## config.mk

```make
export PLATFORM = sky130hd
export DESIGN_NAME = clk_div_bank
export DESIGN_NICKNAME = d
export VERILOG_FILES = /design/src/rtl/clk_div_pkg.sv /design/src/rtl/clk_div_chan.sv /design/src/rtl/clk_div_bank.sv
export SDC_FILE = /design/constraint.sdc
export NUM_CORES = 1
export LEC_CHECK = 0
export ABC_AREA = 1
export CORE_ASPECT_RATIO = 0.8
export CORE_MARGIN = 2
export CORE_UTILIZATION = 55
export DETAILED_ROUTE_END_ITERATION = 16
export MAX_ROUTING_LAYER = met4
export PLACE_DENSITY = 0.82
export RECOVER_POWER = 100
export SETUP_SLACK_MARGIN = 0.2
export SLEW_MARGIN = 20
export SYNTH_ARGS = -nofsm -noshare
export SYNTH_HDL_FRONTEND = slang
export SYNTH_HIERARCHICAL = 1
export SYNTH_SLANG_ARGS = --single-unit
```

## constraint.sdc

```tcl
create_clock -name clk -period 1.75 [get_ports clk]
set_input_delay 0.4375 -clock clk [delete_from_list [all_inputs] [get_ports clk]]
set_output_delay 0.4375 -clock clk [all_outputs]
set_load 0.01 [all_outputs]
```

## src/rtl/clk_div_pkg.sv

```systemverilog
// Shared types and defaults for the programmable clock/tick divider bank.
package clk_div_pkg;

  // Output shaping: TOGGLE gives a 50 % square wave, PULSE mirrors the tick.
  typedef enum logic {
    MODE_TOGGLE = 1'b0,
    MODE_PULSE  = 1'b1
  } mode_e;

  localparam int unsigned DEFAULT_CNT_W = 16;
  localparam logic [DEFAULT_CNT_W-1:0] DEFAULT_DIV_VAL = 16'h3333;

  // Width of a channel-select field for n channels, never below one bit.
  function automatic int unsigned ch_w(input int unsigned n);
    return (n > 1) ? 32'($clog2(n)) : 32'd1;
  endfunction

endpackage

```

## src/rtl/clk_div_chan.sv

```systemverilog
// One divider channel: counter, active/shadow divisor and mode, pending update.
module clk_div_chan
  import clk_div_pkg::*;
#(
  parameter int unsigned      CNT_W   = DEFAULT_CNT_W,
  parameter logic [CNT_W-1:0] DIV_RST = CNT_W'(DEFAULT_DIV_VAL)
) (
  input  logic             clk,
  input  logic             rst_l,
  input  logic             en,
  input  logic             load,
  input  logic [CNT_W-1:0] load_div,
  input  mode_e            load_mode,
  output logic             tick,
  output logic             clk_out,
  output logic             pending
);

  logic [CNT_W-1:0] q;
  logic [CNT_W-1:0] div_act;
  logic [CNT_W-1:0] div_shd;
  mode_e            mode_act;
  mode_e            mode_shd;

  logic  tc_c;
  logic  apply_c;
  mode_e mode_nxt_c;

  // Terminal count; a shadow update lands on that edge or on any disabled cycle,
  // so the divisor only ever changes while q is 0.
  assign tc_c       = en && (q == div_act);
  assign apply_c    = pending && (tc_c || !en);
  assign mode_nxt_c = apply_c ? mode_shd : mode_act;

  // Counter and one-cycle tick strobe.
  always_ff @(posedge clk or negedge rst_l) begin
    if (!rst_l) begin
      q    <= '0;
      tick <= 1'b0;
    end else if (!en) begin
      q    <= '0;
      tick <= 1'b0;
    end else if (tc_c) begin
      q    <= '0;
      tick <= 1'b1;
    end else begin
      q    <= q + CNT_W'(1);
      tick <= 1'b0;
    end
  end

  // Divided output; the mode taking effect on this edge decides the shaping.
  always_ff @(posedge clk or negedge rst_l) begin
    if (!rst_l) begin
      clk_out <= 1'b0;
    end else if (mode_nxt_c == MODE_PULSE) begin
      clk_out <= tc_c;
    end else if (apply_c && (mode_act == MODE_PULSE)) begin
      clk_out <= 1'b0;
    end else if (tc_c) begin
      clk_out <= ~clk_out;
    end
  end

  // Active/shadow configuration and the pending flag.
  always_ff @(posedge clk or negedge rst_l) begin
    if (!rst_l) begin
      div_act  <= DIV_RST;
      mode_act <= MODE_TOGGLE;
      div_shd  <= DIV_RST;
      mode_shd <= MODE_TOGGLE;
      pending  <= 1'b0;
    end else begin
      if (apply_c) begin
        div_act  <= div_shd;
        mode_act <= mode_shd;
      end
      if (load) begin
        div_shd  <= load_div;
        mode_shd <= load_mode;
      end
      // A load is only offered while pending is clear, so it never races an apply.
      if (load) begin
        pending <= 1'b1;
      end else if (apply_c) begin
        pending <= 1'b0;
      end
    end
  end

endmodule

```

## src/rtl/clk_div_bank.sv

```systemverilog
// Bank of independent programmable tick/clock dividers sharing one config port.
module clk_div_bank
  import clk_div_pkg::*;
#(
  parameter int unsigned      NCH         = 4,
  parameter int unsigned      CNT_W       = DEFAULT_CNT_W,
  parameter logic [CNT_W-1:0] DEFAULT_DIV = CNT_W'(DEFAULT_DIV_VAL),
  localparam int unsigned     CH_W        = ch_w(NCH)
) (
  input  logic             clk,
  input  logic             rst_l,
  input  logic [NCH-1:0]   en,
  input  logic             cfg_valid,
  output logic             cfg_ready,
  input  logic [CH_W-1:0]  cfg_ch,
  input  logic [CNT_W-1:0] cfg_div,
  input  logic             cfg_mode,
  output logic [NCH-1:0]   tick,
  output logic [NCH-1:0]   clk_out
);

  logic [NCH-1:0] pending;
  logic [NCH-1:0] load;
  logic [31:0]    ch_idx;

  assign ch_idx = 32'(cfg_ch);

  // Ready mirrors the addressed channel's pending flag; unknown channels always accept.
  always_comb begin
    cfg_ready = 1'b1;
    for (int unsigned i = 0; i < NCH; i++) begin
      if (ch_idx == i) begin
        cfg_ready = ~pending[i];
      end
    end
  end

  // Decode an accepted request into a single per-channel load strobe.
  always_comb begin
    load = '0;
    for (int unsigned i = 0; i < NCH; i++) begin
      load[i] = cfg_valid && cfg_ready && (ch_idx == i);
    end
  end

  // One divider per channel.
  for (genvar g = 0; g < NCH; g++) begin : g_chan
    clk_div_chan #(
      .CNT_W   (CNT_W),
      .DIV_RST (DEFAULT_DIV)
    ) u_chan (
      .clk       (clk),
      .rst_l     (rst_l),
      .en        (en[g]),
      .load      (load[g]),
      .load_div  (cfg_div),
      .load_mode (mode_e'(cfg_mode)),
      .tick      (tick[g]),
      .clk_out   (clk_out[g]),
      .pending   (pending[g])
    );
  end

endmodule

```

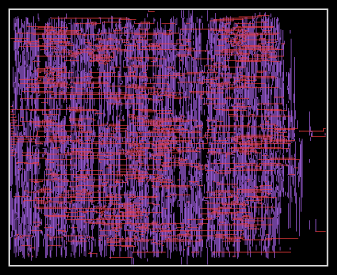
Run 1: metal layers overlaid
(2 px per um) Only two layers are drawn.
met2: shown in purple, wire length 22.2 mm. met3: shown in red, wire length 6,360 um.

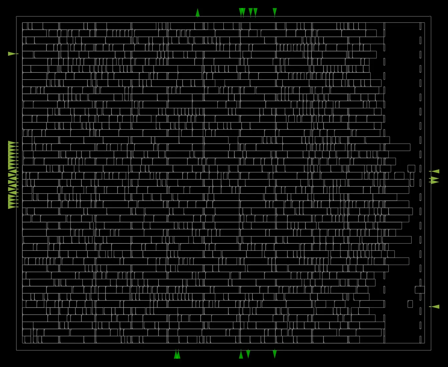
Run 1: cell outlines without signal wires
Seq/total area: 32.9%
Post-Layout Cell Count: 1,855
FILL cells: 627
row cnt: 45

==> impl_metrics.json, run 1 <==
{
  "num-multi-input-gates": 803,
  "ys_sh_xor_pct": 0,
  "ys_sh_adder_pct": 0.477,
  "setup_viol": 210,
  "cp.depth": 13,
  "clk_path_buf_depth": 3,
  "p_comb_w": 0.00616,
  "power_density_nw_per_um2": 1120,
  "dpl_cell_area_um2": 11500,
  "top_usage_layer": "met2",
  "hold_viol_final": 0,
  "met3_usage_pct": 6.65,
  "flop_area_um2": 5400,
  "sw_frac_of_total_pct": 38.0,
  "netlist_instances": 1301,
  "numPortBuffers": 34,
  "die_y_um": 127,
  "setup_ws_ns": -0.450,
  "p_int_w": 0.0114,
  "clock_net_power_w": 0.00486,
  "tns_ns": -46.02,
  "grt_overflow": 0,
  "synthTopLogicFamily": "simple AND/OR/NAND/NOR gates",
  "vias": 12000,
  "cts_tree": "yes",
  "start_kind": "flip-flop",
  "areaGrowthSynthToFinish_pct": 56.7,
  "violations": "setup timing",
  "vdd_drop_max_mv": 1.01,
  "crit_path_end_kind": "flip-flop",
  "grt_max_degree": 45,
  "clkTransAtPathRegs_ns": 0.07,
  "synthAoiAreaFrac_pct": 12.0,
  "final_cell_mix": "nand2_1, inv_1, buf_4, dfrtp_1, o21ai_2",
  "met3_length_mm": 6.36,
  "outcome": "complete, but fails checks",
  "pg_seq_w": 0.00730,
  "ys_seq_share_pct": 51.4,
  "ys_cells": 1301,
  "mostFrequentLayoutCell": "nand2_1",
  "fin_util_pct": 87.4
}
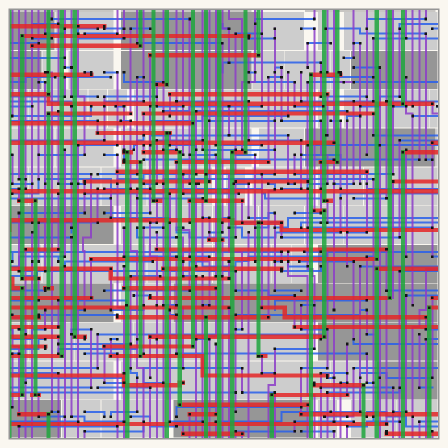
Run 1: zoomed window
Region (64, 49) to (94, 79) um. Cells in grey, sequential cells in the stronger grey; small squares are vias.
met1: shown in blue. met4: shown in green. met2: shown in purple. met3: shown in red.
73 logic cells have their middle in the window. Netlist names of flops here include `g_chan.u_chan/div_shd` (8), `g_chan.u_chan/div_act` (3). Sequential cells in the window: 11. Most frequent: o21ai_2 (20), inv_1 (11), nand2_4 (8).

==> inputs of run 2 (changes only) <==
- SYNTH_HIERARCHICAL: 1 -> not set
==> run 2 against run 1 <==
  * The run now fails in global routing
  * Area after synthesis is 4.8% lower
  * Synthesized cell count is 1.2% lower
==> impl_metrics.json, run 2 <==
{
  "grt_overflow": 27,
  "ys_sh_xor_pct": 0.175,
  "netlist_instances": 1285,
  "outcome": "stopped before the end",
  "root_buffer": "clkbuf_16",
  "postGrtWorstEndpoint": "g_chan[0].u_chan.q[12]$_DFF_PN0_/D",
  "flop_cell": "dfrtp_1",
  "stop_stage": "global routing",
  "chipWidth_um": 155,
  "ys_cells": 1285,
  "grt_max_degree": 56,
  "numPortBuffers": 34,
  "yosys-stat-area_um2": 9980,
  "synthAoiAreaFrac_pct": 10.3,
  "enable_flop_cells": 0,
  "use_met2_pct": 88.0,
  "num_rows": 44,
  "io_pins": 35,
  "dpl_cell_area_um2": 11200,
  "gr-usage-met1_pct": 69.6,
  "synthTopLogicFamily": "simple AND/OR/NAND/NOR gates",
  "top_usage_layer": "met2",
  "ys_top_cells_by_area": "dfrtp_1, dfstp_2, nand2_1",
  "clk_path_buf_depth": 3,
  "die_y_um": 125,
  "worst-ep-kind": "sequential cell input",
  "mux_share_pct": 0,
  "tool.error": "[ERROR GRT-0232] Routing congestion too high. Check the congestion heatmap in the GUI.",
  "ys_sh_adder_pct": 0.501,
  "met3_usage_pct": 54.2,
  "dpl.hpwl_mm": 15.7,
  "syn_area_um2": 9980,
  "ys_seq_share_pct": 53.9,
  "cts_buffers": 21,
  "ys_ff": 212,
  "dpl.cell_count": 1595,
  "gp_congestion": 0.893
}
==> inputs of run 3 (changes only) <==
- CORE_ASPECT_RATIO: 0.8 -> not set
- CORE_UTILIZATION: 55 -> 40
- MAX_ROUTING_LAYER: met4 -> not set
- PLACE_DENSITY: 0.82 -> not set
- PLACE_DENSITY_LB_ADDON: not set -> 0.15
- SETUP_SLACK_MARGIN: 0.2 -> not set
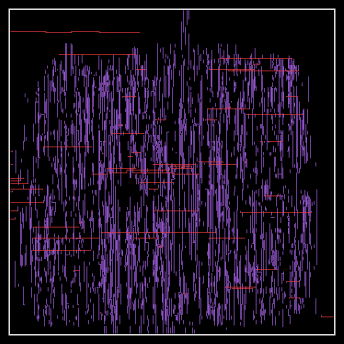
Run 3: metal layers overlaid
(2 px per um) Only two layers are drawn.
met3: shown in red, wire length 872 um. met2: shown in purple, wire length 12,300 um.
wire per inst: 14.1 um
GRT Resource Usage Total: 19.2%
via count: 8,404
drt total wl: 25.5 mm

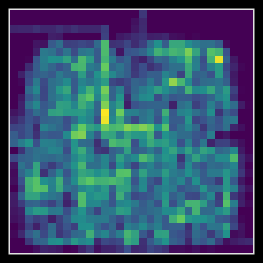
Run 3: signal metal coverage by tile
(1.5 px per um) The die is cut into 32 by 32 equal tiles; dark purple is low, yellow is high, scaled to the fullest tile. Values are wire area over tile area, all layers added.
The emptiest ninth of the die: upper left. 18% of the tiles are over half the peak. The fullest tile reaches 0.50.

==> run 3 against run 2 <==
  * The flow now finishes with violations (setup timing)
  * Area after synthesis did not move
  * Synthesized cell count did not move
==> impl_metrics.json, run 3 <==
{
  "dpl.hpwl_mm": 15.8,
  "met3_usage_pct": 2.78,
  "final_cell_mix": "nand2_1, inv_1, dfrtp_1, buf_4, o21ai_1",
  "ys_sh_adder_pct": 0.501,
  "cts_tree": "yes",
  "die_y_um": 162,
  "ys_cells": 1285,
  "enable_flop_cells": 0,
  "io_pins": 35,
  "sw_frac_of_total_pct": 28.8,
  "violations": "setup timing",
  "dpl.cell_count": 1708,
  "clk_path_buf_depth": 3,
  "power_density_nw_per_um2": 1140,
  "vdd_drop_max_mv": 0.906,
  "num-multi-input-gates": 799,
  "dpl_cell_area_um2": 11400,
  "ys_ff": 212,
  "synthAoiAreaFrac_pct": 10.3,
  "nFillCells": 2201,
  "clkTransAtPathRegs_ns": 0.06,
  "grt_max_degree": 52,
  "outcome": "complete, but fails checks",
  "flop_area_um2": 5390,
  "setup_viol": 65,
  "num_rows": 57,
  "clock_net_power_w": 0.00574,
  "tns_ns": -2.56,
  "flop_cell": "dfrtp_1",
  "ys_seq_share_pct": 53.9,
  "met3_length_um": 871,
  "fin_util_pct": 58.1,
  "top_usage_layer": "met2",
  "root_buffer": "clkbuf_16",
  "seq_share_pct": 38.1,
  "areaGrowthSynthToFinish_pct": 42.0,
  "finalNonFillerCells": 1815,
  "ys_sh_xor_pct": 0.175,
  "setup_ws_ns": -0.149
}
==> inputs of run 4 (changes only) <==
- GPL_ROUTABILITY_DRIVEN: not set -> 0
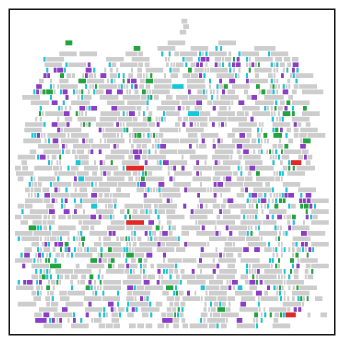
Run 4: gate families picked out
(2 px per um)
inverters: shown in cyan, cells 240, most used inv_1, where all over the die. NOR gates: shown in green, cells 105, most used nor2_1, where all over the die. adder and majority cells: shown in red, cells 4. inverting AOI/OAI gates: shown in purple, cells 201, most used o21ai_1, where all over the die.
Comb area share: 31.4%
Top cell excl fill/tap: nand2_1

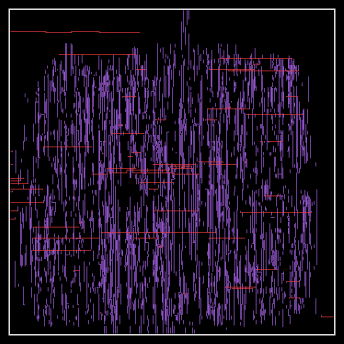
Run 4: metal layers overlaid
(2 px per um) Only two layers are drawn.
met2: shown in purple, wire length 12,300 um. met3: shown in red, wire length 872 um.

==> run 4 against run 3 <==
  * The run still ends with setup timing left
  * Die size unchanged
  * Global-route usage unchanged
  * Utilization unchanged
  * Critical endpoint unchanged
  * Synthesized cell count unchanged
  * Sequential power about the same
  * First-iteration DRC count unchanged
==> impl_metrics.json, run 4 <==
{
  "outcome": "complete, but fails checks",
  "violations": "setup timing",
  "root_buffer": "clkbuf_16",
  "start_kind": "flip-flop",
  "met3_length_um": 871,
  "flop_cell": "dfrtp_1",
  "fin_util_pct": 58.1,
  "chipWidth_um": 162,
  "tns_ns": -2.56,
  "cts_tree": "yes",
  "ys_seq_share_pct": 53.9,
  "wl_per_cell_um": 14.1,
  "ys_ff": 212,
  "ys_sh_adder_pct": 0.501,
  "yosys-stat-area_um2": 9980,
  "p_comb_w": 0.00357,
  "io_pins": 35,
  "num_rows": 57,
  "num-multi-input-gates": 799,
  "use_met2_pct": 31.3,
  "setup_ws_ns": -0.149,
  "mux_share_pct": 0,
  "sw_frac_of_total_pct": 28.8,
  "dpl.hpwl_mm": 15.8,
  "grt_overflow": 0,
  "ys_cells": 1285,
  "flop_area_um2": 5390,
  "finalNonFillerCells": 1815,
  "power_density_nw_per_um2": 1140,
  "seq_share_pct": 38.1,
  "gr-usage-met1_pct": 27.0,
  "pg_seq_w": 0.00679,
  "syn_area_um2": 9980,
  "grt_max_degree": 52,
  "routed_wl_mm": 25.5,
  "setup_viol": 65,
  "hold_viol_final": 0,
  "numPortBuffers": 34,
  "netlist_instances": 1285
}
Power is estimated from default activity; no workload was simulated.
